### config.mk
export PLATFORM = sky130hd
export DESIGN_NAME = ltssm_substate_sequencer_flat
export DESIGN_NICKNAME = d
export VERILOG_FILES = /design/src/rtl/ltssm_substate_sequencer_pkg.sv /design/src/rtl/ltssm_substate_sequencer_if.sv /design/src/rtl/ltssm_substate_sequencer_watchdog.sv /design/src/rtl/ltssm_substate_sequencer.sv /design/src/flat_wrapper.sv
export SDC_FILE = /design/constraint.sdc
export NUM_CORES = 1
export LEC_CHECK = 0
export CAP_MARGIN = 20
export CELL_PAD_IN_SITES_DETAIL_PLACEMENT = 1
export CELL_PAD_IN_SITES_GLOBAL_PLACEMENT = 1
export CORE_MARGIN = 4
export CORE_UTILIZATION = 41
export CTS_CLUSTER_DIAMETER = 40
export DETAILED_ROUTE_END_ITERATION = 8
export GPL_TIMING_DRIVEN = 0
export PLACE_DENSITY_LB_ADDON = 0.1
export RECOVER_POWER = 25
export SYNTH_ARGS = -nofsm -noshare
export SYNTH_HDL_FRONTEND = slang
export SYNTH_HIERARCHICAL = 1
export SYNTH_SLANG_ARGS = --single-unit
### constraint.sdc
create_clock -name clk -period 2.7 [get_ports clk]
set_input_delay 0.405 -clock clk [delete_from_list [all_inputs] [get_ports clk]]
set_output_delay 0.405 -clock clk [all_outputs]
set_load 0.03 [all_outputs]
### src/rtl/ltssm_substate_sequencer_pkg.sv
// ltssm_pkg: shared LTSSM definitions.
//   - Substate encodings driven on the substate bus to the Tx/Rx LTSSM halves.
//   - Sequencer FSM state type.
//   - Gen limits and a helper that checks a requested Gen is in range.
package ltssm_pkg;

    localparam logic [4:0] DETECT_QUIET      = 5'd0;
    localparam logic [4:0] DETECT_ACTIVE     = 5'd1;
    localparam logic [4:0] POLLING_ACTIVE    = 5'd2;
    localparam logic [4:0] POLLING_CONFIG    = 5'd3;
    localparam logic [4:0] CONFIG_LW_START   = 5'd4;
    localparam logic [4:0] CONFIG_LW_ACCEPT  = 5'd5;
    localparam logic [4:0] CONFIG_LN_WAIT    = 5'd6;
    localparam logic [4:0] CONFIG_LN_ACCEPT  = 5'd7;
    localparam logic [4:0] CONFIG_COMPLETE   = 5'd8;
    localparam logic [4:0] CONFIG_IDLE       = 5'd9;
    localparam logic [4:0] L0                = 5'd10;
    localparam logic [4:0] RECOVERY_RCVRLOCK = 5'd11;
    localparam logic [4:0] RECOVERY_RCVRCFG  = 5'd12;
    localparam logic [4:0] RECOVERY_SPEED    = 5'd13;
    localparam logic [4:0] RECOVERY_IDLE     = 5'd14;

    localparam logic [2:0] GEN_MIN = 3'd1;
    localparam logic [2:0] GEN_MAX = 3'd5;

    typedef enum logic [1:0] {
        S_LAUNCH = 2'd0,
        S_WAIT   = 2'd1,
        S_COMMIT = 2'd2
    } seq_state_e;

    function automatic logic gen_valid(input logic [2:0] g);
        return (g >= GEN_MIN) && (g <= GEN_MAX);
    endfunction

endpackage

### src/rtl/ltssm_substate_sequencer_if.sv
// ltssm_substate_sequencer_if: handshake bundle between the sequencer and the
// Tx/Rx LTSSM halves.
//   txFinish/txExitTo : Tx half done with the current substate + requested next
//   rxFinish/rxExitTo : Rx half done with the current substate + requested next
//   substate          : shared current substate
//   startTx/startRx   : launch pulses for the current substate
// master = sequencer side, slave = LTSSM half side.
interface ltssm_substate_sequencer_if;
    logic       txFinish;
    logic [4:0] txExitTo;
    logic       rxFinish;
    logic [4:0] rxExitTo;
    logic [4:0] substate;
    logic       startTx;
    logic       startRx;

    modport master (
        input  txFinish, txExitTo, rxFinish, rxExitTo,
        output substate, startTx, startRx
    );

    modport slave (
        output txFinish, txExitTo, rxFinish, rxExitTo,
        input  substate, startTx, startRx
    );
endinterface

### src/rtl/ltssm_substate_sequencer_watchdog.sv
// ltssm_watchdog: per-substate timeout counter.
//   clk, reset (async, active-low)
//   clr : synchronous clear to zero (has priority over en)
//   en  : count one per cycle; holds at WATCHDOG_MAX
//   tc  : count has reached WATCHDOG_MAX
module ltssm_watchdog #(
    parameter int                    WATCHDOG_W   = 20,
    parameter logic [WATCHDOG_W-1:0] WATCHDOG_MAX = {WATCHDOG_W{1'b1}}
) (
    input  logic clk,
    input  logic reset,
    input  logic clr,
    input  logic en,
    output logic tc
);

    logic [WATCHDOG_W-1:0] count_q;
    logic [WATCHDOG_W-1:0] count_d;

    assign tc = (count_q == WATCHDOG_MAX);

    always_comb begin
        count_d = count_q;
        if (clr) begin
            count_d = '0;
        end else if (en && !tc) begin
            count_d = count_q + 1'b1;
        end
    end

    always_ff @(posedge clk or negedge reset) begin
        if (!reset) begin
            count_q <= '0;
        end else begin
            count_q <= count_d;
        end
    end

endmodule

### src/rtl/ltssm_substate_sequencer.sv
// ltssm_substate_sequencer: owns the shared LTSSM substate register.
// Launches the Tx/Rx halves for each substate, collects their finish/exitTo
// handshakes, commits the next substate, and tracks the operating Gen and
// the directed speed-change request.
// Ports:
//   clk, reset (async, active-low)
//   lif                   : handshake bundle (master side), see interface
//   enable                : 0 parks the sequencer in DETECT_QUIET
//   speedChangeReq        : level request to retrain to targetGen
//   targetGen             : requested Gen 1..5
//   Gen, trainToGen       : current / training Gen
//   directed_speed_change : set on accepted request until RECOVERY_SPEED is left
//   linkUp                : substate == L0
//   watchdogErr           : one-cycle pulse on watchdog expiry
module ltssm_substate_sequencer
    import ltssm_pkg::*;
#(
    parameter int                    DEVICETYPE   = 0,
    parameter int                    WATCHDOG_W   = 20,
    parameter logic [WATCHDOG_W-1:0] WATCHDOG_MAX = 20'hFFFFF
) (
    input  logic                              clk,
    input  logic                              reset,
    ltssm_substate_sequencer_if.master        lif,
    input  logic                              enable,
    input  logic                              speedChangeReq,
    input  logic [2:0]                        targetGen,
    output logic [2:0]                        Gen,
    output logic [2:0]                        trainToGen,
    output logic                              directed_speed_change,
    output logic                              linkUp,
    output logic                              watchdogErr
);

    seq_state_e state_q, state_d;
    logic [4:0] substate_q, substate_d;
    logic       start_q, start_d;
    logic       tx_done_q, tx_done_d;
    logic       rx_done_q, rx_done_d;
    logic [4:0] tx_exit_q, tx_exit_d;
    logic [4:0] rx_exit_q, rx_exit_d;
    logic [2:0] gen_q, gen_d;
    logic [2:0] ttg_q, ttg_d;
    logic       dsc_q, dsc_d;
    logic       force_q, force_d;     // pending forced exit to RECOVERY_RCVRLOCK
    logic       wd_err_q, wd_err_d;

    logic       wd_clr;
    logic       wd_en;
    logic       wd_tc;
    logic       speed_accept;
    logic [4:0] commit_target;

    ltssm_watchdog #(
        .WATCHDOG_W   (WATCHDOG_W),
        .WATCHDOG_MAX (WATCHDOG_MAX)
    ) u_watchdog (
        .clk   (clk),
        .reset (reset),
        .clr   (wd_clr),
        .en    (wd_en),
        .tc    (wd_tc)
    );

    assign lif.substate          = substate_q;
    assign lif.startTx           = start_q;
    assign lif.startRx           = start_q;
    assign Gen                   = gen_q;
    assign trainToGen            = ttg_q;
    assign directed_speed_change = dsc_q;
    assign linkUp                = (substate_q == L0);
    assign watchdogErr           = wd_err_q;

    always_comb begin
        state_d       = state_q;
        substate_d    = substate_q;
        start_d       = 1'b0;
        tx_done_d     = tx_done_q;
        rx_done_d     = rx_done_q;
        tx_exit_d     = tx_exit_q;
        rx_exit_d     = rx_exit_q;
        gen_d         = gen_q;
        ttg_d         = ttg_q;
        dsc_d         = dsc_q;
        force_d       = force_q;
        wd_err_d      = 1'b0;
        wd_clr        = 1'b0;
        wd_en         = 1'b0;
        commit_target = DETECT_QUIET;

        // Not accepted in S_COMMIT so the forced target cannot be lost to a
        // commit that is already leaving L0.
        speed_accept = (DEVICETYPE == 1) && speedChangeReq && (substate_q == L0) &&
                       gen_valid(targetGen) && (targetGen != gen_q) && !dsc_q &&
                       (state_q != S_COMMIT);
        if (speed_accept) begin
            ttg_d   = targetGen;
            dsc_d   = 1'b1;
            force_d = 1'b1;
        end

        case (state_q)
            S_LAUNCH: begin
                tx_done_d = 1'b0;
                rx_done_d = 1'b0;
                wd_clr    = 1'b1;
                if (enable) begin
                    start_d = 1'b1;
                    state_d = S_WAIT;
                end
            end

            S_WAIT: begin
                wd_en = 1'b1;
                if (lif.txFinish) begin
                    tx_done_d = 1'b1;
                    tx_exit_d = lif.txExitTo;
                end
                if (lif.rxFinish) begin
                    rx_done_d = 1'b1;
                    rx_exit_d = lif.rxExitTo;
                end
                // Decisions look at the updated latches so a finish pulse
                // moves to S_COMMIT in the cycle after it is seen.
                if ((tx_done_d && rx_done_d) || (rx_done_d && (rx_exit_d == DETECT_QUIET))) begin
                    state_d = S_COMMIT;
                end else if (wd_tc) begin
                    wd_err_d  = 1'b1;
                    rx_exit_d = DETECT_QUIET;
                    state_d   = S_COMMIT;
                end
            end

            S_COMMIT: begin
                // Rx is authoritative; an Rx abort or watchdog (both carried as
                // DETECT_QUIET in rx_exit_q) overrides a pending forced recovery.
                if (rx_exit_q == DETECT_QUIET) begin
                    commit_target = DETECT_QUIET;
                end else if (force_q) begin
                    commit_target = RECOVERY_RCVRLOCK;
                end else begin
                    commit_target = rx_exit_q;
                end
                substate_d = commit_target;
                state_d    = S_LAUNCH;

                if (commit_target == DETECT_QUIET) begin
                    gen_d   = GEN_MIN;
                    ttg_d   = GEN_MIN;
                    dsc_d   = 1'b0;
                    force_d = 1'b0;
                end else begin
                    force_d = 1'b0;
                    if ((substate_q == RECOVERY_SPEED) && (commit_target != RECOVERY_SPEED)) begin
                        gen_d = ttg_q;
                        dsc_d = 1'b0;
                    end
                    // Upstream port has no request of its own: targetGen carries
                    // the rate negotiated by the Rx half when entering RECOVERY_SPEED.
                    if ((DEVICETYPE == 0) && (commit_target == RECOVERY_SPEED) &&
                        gen_valid(targetGen)) begin
                        ttg_d = targetGen;
                    end
                end
            end

            default: begin
                state_d = S_LAUNCH;
            end
        endcase

        // Disable overrides everything: park in DETECT_QUIET with the same
        // side effects as committing DETECT_QUIET, and launch nothing.
        if (!enable) begin
            state_d    = S_LAUNCH;
            substate_d = DETECT_QUIET;
            start_d    = 1'b0;
            wd_clr     = 1'b1;
            wd_err_d   = 1'b0;
            gen_d      = GEN_MIN;
            ttg_d      = GEN_MIN;
            dsc_d      = 1'b0;
            force_d    = 1'b0;
        end
    end

    always_ff @(posedge clk or negedge reset) begin
        if (!reset) begin
            state_q    <= S_LAUNCH;
            substate_q <= DETECT_QUIET;
            start_q    <= 1'b0;
            tx_done_q  <= 1'b0;
            rx_done_q  <= 1'b0;
            tx_exit_q  <= DETECT_QUIET;
            rx_exit_q  <= DETECT_QUIET;
            gen_q      <= GEN_MIN;
            ttg_q      <= GEN_MIN;
            dsc_q      <= 1'b0;
            force_q    <= 1'b0;
            wd_err_q   <= 1'b0;
        end else begin
            state_q    <= state_d;
            substate_q <= substate_d;
            start_q    <= start_d;
            tx_done_q  <= tx_done_d;
            rx_done_q  <= rx_done_d;
            tx_exit_q  <= tx_exit_d;
            rx_exit_q  <= rx_exit_d;
            gen_q      <= gen_d;
            ttg_q      <= ttg_d;
            dsc_q      <= dsc_d;
            force_q    <= force_d;
            wd_err_q   <= wd_err_d;
        end
    end

endmodule

### src/flat_wrapper.sv
// flat-port wrapper written by rule: the top's interface ports become plain ports
module ltssm_substate_sequencer_flat import ltssm_pkg::*;
#(
    parameter int                    DEVICETYPE   = 0,
    parameter int                    WATCHDOG_W   = 20,
    parameter logic [WATCHDOG_W-1:0] WATCHDOG_MAX = 20'hFFFFF
)
  (clk, reset, enable, speedChangeReq, targetGen, Gen, trainToGen, directed_speed_change, linkUp, watchdogErr, lif_txFinish, lif_txExitTo, lif_rxFinish, lif_rxExitTo, lif_substate, lif_startTx, lif_startRx);
  ltssm_substate_sequencer_if lif_i ();
  input  logic clk;
  input  logic reset;
  input  logic enable;
  input  logic speedChangeReq;
  input  logic [2:0] targetGen;
  output logic [2:0] Gen;
  output logic [2:0] trainToGen;
  output logic directed_speed_change;
  output logic linkUp;
  output logic watchdogErr;
  input wire logic [$bits(lif_i.txFinish)-1:0] lif_txFinish;
  input wire logic [$bits(lif_i.txExitTo)-1:0] lif_txExitTo;
  input wire logic [$bits(lif_i.rxFinish)-1:0] lif_rxFinish;
  input wire logic [$bits(lif_i.rxExitTo)-1:0] lif_rxExitTo;
  output wire logic [$bits(lif_i.substate)-1:0] lif_substate;
  output wire logic [$bits(lif_i.startTx)-1:0] lif_startTx;
  output wire logic [$bits(lif_i.startRx)-1:0] lif_startRx;
  assign lif_i.txFinish = lif_txFinish;
  assign lif_i.txExitTo = lif_txExitTo;
  assign lif_i.rxFinish = lif_rxFinish;
  assign lif_i.rxExitTo = lif_rxExitTo;
  assign lif_substate = lif_i.substate;
  assign lif_startTx = lif_i.startTx;
  assign lif_startRx = lif_i.startRx;
  ltssm_substate_sequencer #(.DEVICETYPE(DEVICETYPE), .WATCHDOG_W(WATCHDOG_W), .WATCHDOG_MAX(WATCHDOG_MAX)) u_core (.clk(clk), .reset(reset), .lif(lif_i), .enable(enable), .speedChangeReq(speedChangeReq), .targetGen(targetGen), .Gen(Gen), .trainToGen(trainToGen), .directed_speed_change(directed_speed_change), .linkUp(linkUp), .watchdogErr(watchdogErr));
endmodule
==> results.py <==
# Auto-generated metrics
metrics = {
    "global_route": {
        "grt_max_degree": 27,
        "grt_pass1_vias": 2007,
        "grt_use_met3_pct": 3.55,
        "antenna_violations_before_repair": 0,
        "grt_first_pass_wirelength_um": 9720,
        "grt_busiest_layer": "met2",
        "global_route.overflow_total": 0,
        "grt_usage_pct": 19.1,
        "gr_layer_usage_met1_pct": 25.8,
        "groute.layer.met2.usage_pct": 30.5,
    },
    "critical_path": {
        "critPathArrivalTime_ns": 2.51,
        "critPathLaunchType": "input port",
        "end_kind": "flop",
        "timing.critical_path.from": "enable",
        "worstPathMaxFanout": 10,
        "crit-reg2reg-launch": "u_core/u_watchdog/count_q[0]",
        "ff2ff_setup_slack_ns": 0.44,
        "critical_path_required_ns": 2.86,
        "timing.reg2reg.worst_path_depth": 7,
    },
    "routing": {
        "route.antenna.remaining_nets": 0,
        "via_per_inst": 5.53,
        "first_pass_iters": 4,
        "routed-via-count": 1869,
        "drt-total-wl_um": 5500,
        "drt-initial-drc-count": 136,
    },
    "logic_synthesis": {
        "synth_stat.cells": 232,
        "synth_largest_type_area_fraction_pct": 45.4,
        "edf_count": 0,
        "syn_area_per_cell_um2": 9.50,
        "post_synth_seq_share_pct": 47.8,
        "yosys_area_um2": 2200,
        "ys_seq_elements": 42,
        "netlist.top_cell.by_area": "sky130_fd_sc_hd__dfrtp_1",
        "synthFlopType": "sky130_fd_sc_hd__dfrtp_1",
        "biggest_area_cells": "sky130_fd_sc_hd__dfrtp_1, sky130_fd_sc_hd__nor2_1, sky130_fd_sc_hd__nand2_1",
        "fp_nets": 252,
        "ys_top_cells_by_count": "sky130_fd_sc_hd__dfrtp_1, sky130_fd_sc_hd__nor2_1, sky130_fd_sc_hd__nand2_1",
        "synth-async-reset-ratio_pct": 100,
    },
    "floorplan": {
        "initial_utilization_pct": 42.6,
        "boundaryPins": 35,
        "floorplan.core_area_um2": 5170,
    },
    "clocking": {
        "h-tree-depth": 2,
        "cts.repair_timing.setup_buffer_count": 0,
        "cts.path.max_buffers": 2,
        "count_of_cells_resized_by_post_cts_repair": 0,
        "cts_made_buffers": 5,
        "clk_latency_ns": 0.30,
        "tritoncts_num_sinks": 42,
        "worst_setup_hold_path_clk_slew_ns": 0.08,
        "ctsHoldBuffers": 0,
    },
    "placement": {
        "global_placement_routability_congestion": 0.805,
        "io_buffers": 27,
        "post-dp-hpwl_um": 4130,
    },
    "finish": {
        "nonClkBufAreaFrac_pct": 11.6,
        "layout.filler_cells": 610,
        "combinational_gate_area_um2": 1080,
        "nNetsFinal": 287,
        "comb_share_pct": 40.6,
        "seqCellArea_um2": 1050,
        "comb_cells": 173,
        "final-clk-cell-share_pct": 3.58,
        "signal_buffers": 36,
        "area_dominant_cell_class_after_layout": "multi-input combinational cells",
        "area.share.sequential_pct": 39.7,
        "proportion_of_layout_cells_with_a_drive_suffix_above_1_pct": 9.70,
    },
    "final_timing": {
        "finalHoldViolCount": 0,
        "final_max_slew_violation_count": 0,
        "min_period_ns": 2.35,
        "layout_worst_path_cycle_share_pct": 87.1,
        "final_setup_tns_ns": 0,
        "finClkSkew_ns": 0.00542,
        "timing.final.setup_violations": 0,
    },
    "power": {
        "powerDensity_nw_per_um2": 537,
        "clockPowerShare_pct": 30.3,
        "vdd_ir_drop_max_mv": 0.269,
        "intPower_uw": 986,
        "comb_power_share_pct": 17.9,
        "switching_power_uw": 439,
        "power.leakage_nw": 1.05,
        "tot_pwr_mw": 1.43,
    },
    "job": {
        "max-cap-violations": 0,
        "warning_count": 32,
    },
    "status": {
        "run_status": "finished, final reports clean",
    },
    "worst_hold_path": {
        "min_path_type": "input port to async pin",
    },
}
==> stage by stage <==
step	util (%)	worst slack (ns)	instances	area [um2]	hold WS (ns)
finish	51.3	0.349	338	2650	0.228
global route	51.3	0.111	338	2650	0.302
CTS	51.6	0.351	338	2670	0.0432
detailed placement	49.8	0.0238	330	2580	0.375
global placement	49.5	0.0792	329	2560	0.472
floorplan	-	0.746	232	2200	0.109
==> cells by family (layout without fill, tap and decap cells) <==
family	Yosys count	in the layout	synth area share [%]
mux	3	3	1.48
xor+xnor	11	11	4.37
flops	42	42	47.8
compound gates	48	48	16.1
fa+ha+maj	1	1	0.568
other cells	1	1	0.170
simple gates	109	109	26.2
buf+inv	17	53	3.29
==> worst max-delay path, cell delays in order <==
cell	delay [ns]
sky130_fd_sc_hd__clkdlybuf4s50_1	0.44
sky130_fd_sc_hd__clkbuf_1	0.24
sky130_fd_sc_hd__o21ai_0	0.31
sky130_fd_sc_hd__clkbuf_1	0.52
sky130_fd_sc_hd__clkbuf_1	0.47
sky130_fd_sc_hd__nor2_1	0.13
==> power groups by stage <==
stage / combinational, mW / clock, mW / sequential [mW]
after floorplan: 0.154 / 0 / 0.744
after global placement: 0.254 / 0 / 0.749
after detailed placement: 0.261 / 0 / 0.750
after CTS: 0.261 / 0.450 / 0.739
after global routing: 0.290 / 0.480 / 0.748
final: 0.255 / 0.432 / 0.738
==> placed cells by master, fill, tap and decap left out, types with 3 or more instances in the layout <==
cell	Yosys	routed
sky130_fd_sc_hd__xnor2_1	6	6
sky130_fd_sc_hd__inv_1	9	9
sky130_fd_sc_hd__a21oi_1	10	10
sky130_fd_sc_hd__clkdlybuf4s50_1	0	26
sky130_fd_sc_hd__or3_1	5	5
sky130_fd_sc_hd__a211oi_1	3	3
sky130_fd_sc_hd__nor2_1	29	29
sky130_fd_sc_hd__a22o_1	7	7
sky130_fd_sc_hd__dfrtp_1	40	40
sky130_fd_sc_hd__a32oi_1	3	3
sky130_fd_sc_hd__nand2_1	28	28
sky130_fd_sc_hd__nor4_1	6	6
sky130_fd_sc_hd__nand3_1	7	7
sky130_fd_sc_hd__a21boi_0	5	5
sky130_fd_sc_hd__nor3_1	5	5
sky130_fd_sc_hd__clkbuf_1	5	7
sky130_fd_sc_hd__nand4_1	10	10
sky130_fd_sc_hd__clkbuf_8	0	6
sky130_fd_sc_hd__o21ai_0	8	8
sky130_fd_sc_hd__xor2_1	5	5
==> sequential cells by signal (all words and copies together), names as in the netlist <==
signal	count
u_core/Gen	3
u_core/lif.startRx	1
u_core/lif.substate	5
u_core/rx_done_q	1
u_core/rx_exit_q	5
u_core/state_q	2
u_core/trainToGen	3
u_core/tx_done_q	1
u_core/u_watchdog/count_q	20
u_core/watchdogErr	1
==> metal layers <==
metal / vias to the layer above / part of all wire (%)
li1: 901 / -
met1: 931 / 47
met5: - / 0
met2: 31 / 48
met4: 0 / 0.84
met3: 6 / 3.9
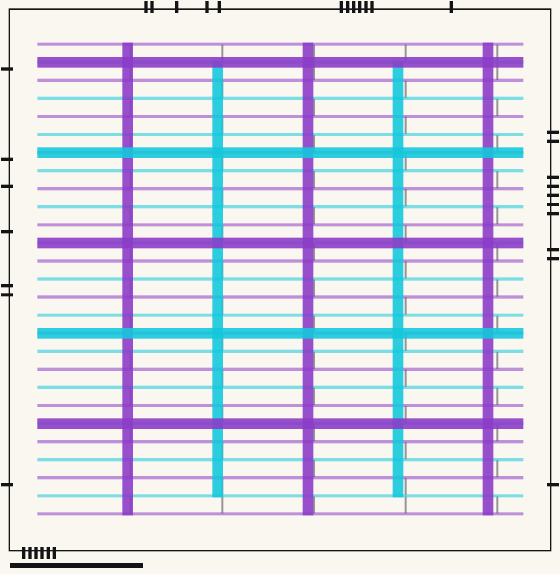
(images/power_grid.png)
The bar under the picture is 20 um long. Pins as bars on the die edge. Tap cells in gray.
- cyan: VDD
- purple: VSS
- tap cells: 70
- signal pins: 35
- met5 straps: 5
Die Span X: 81.3 um
height of the die: 81.3 um

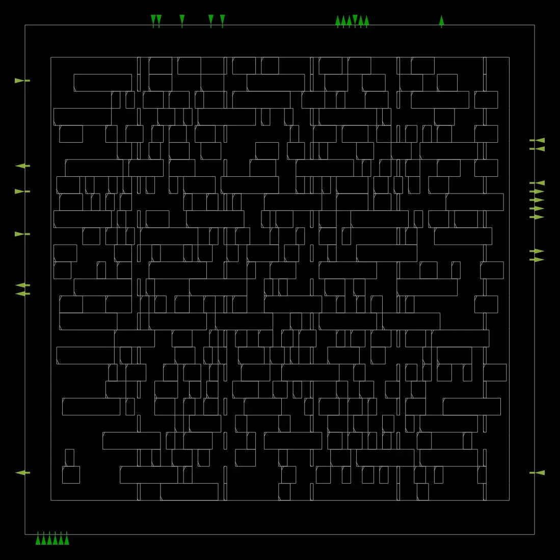
(images/placement.png)
post-layout utilization of the core: 51.3%
sequential cell count of the final layout: 42
tap cell count: 70
Core Rows: 26
final instance count without filler cells: 338

Power figures rest on the tool's default switching activity, not on a simulated workload.
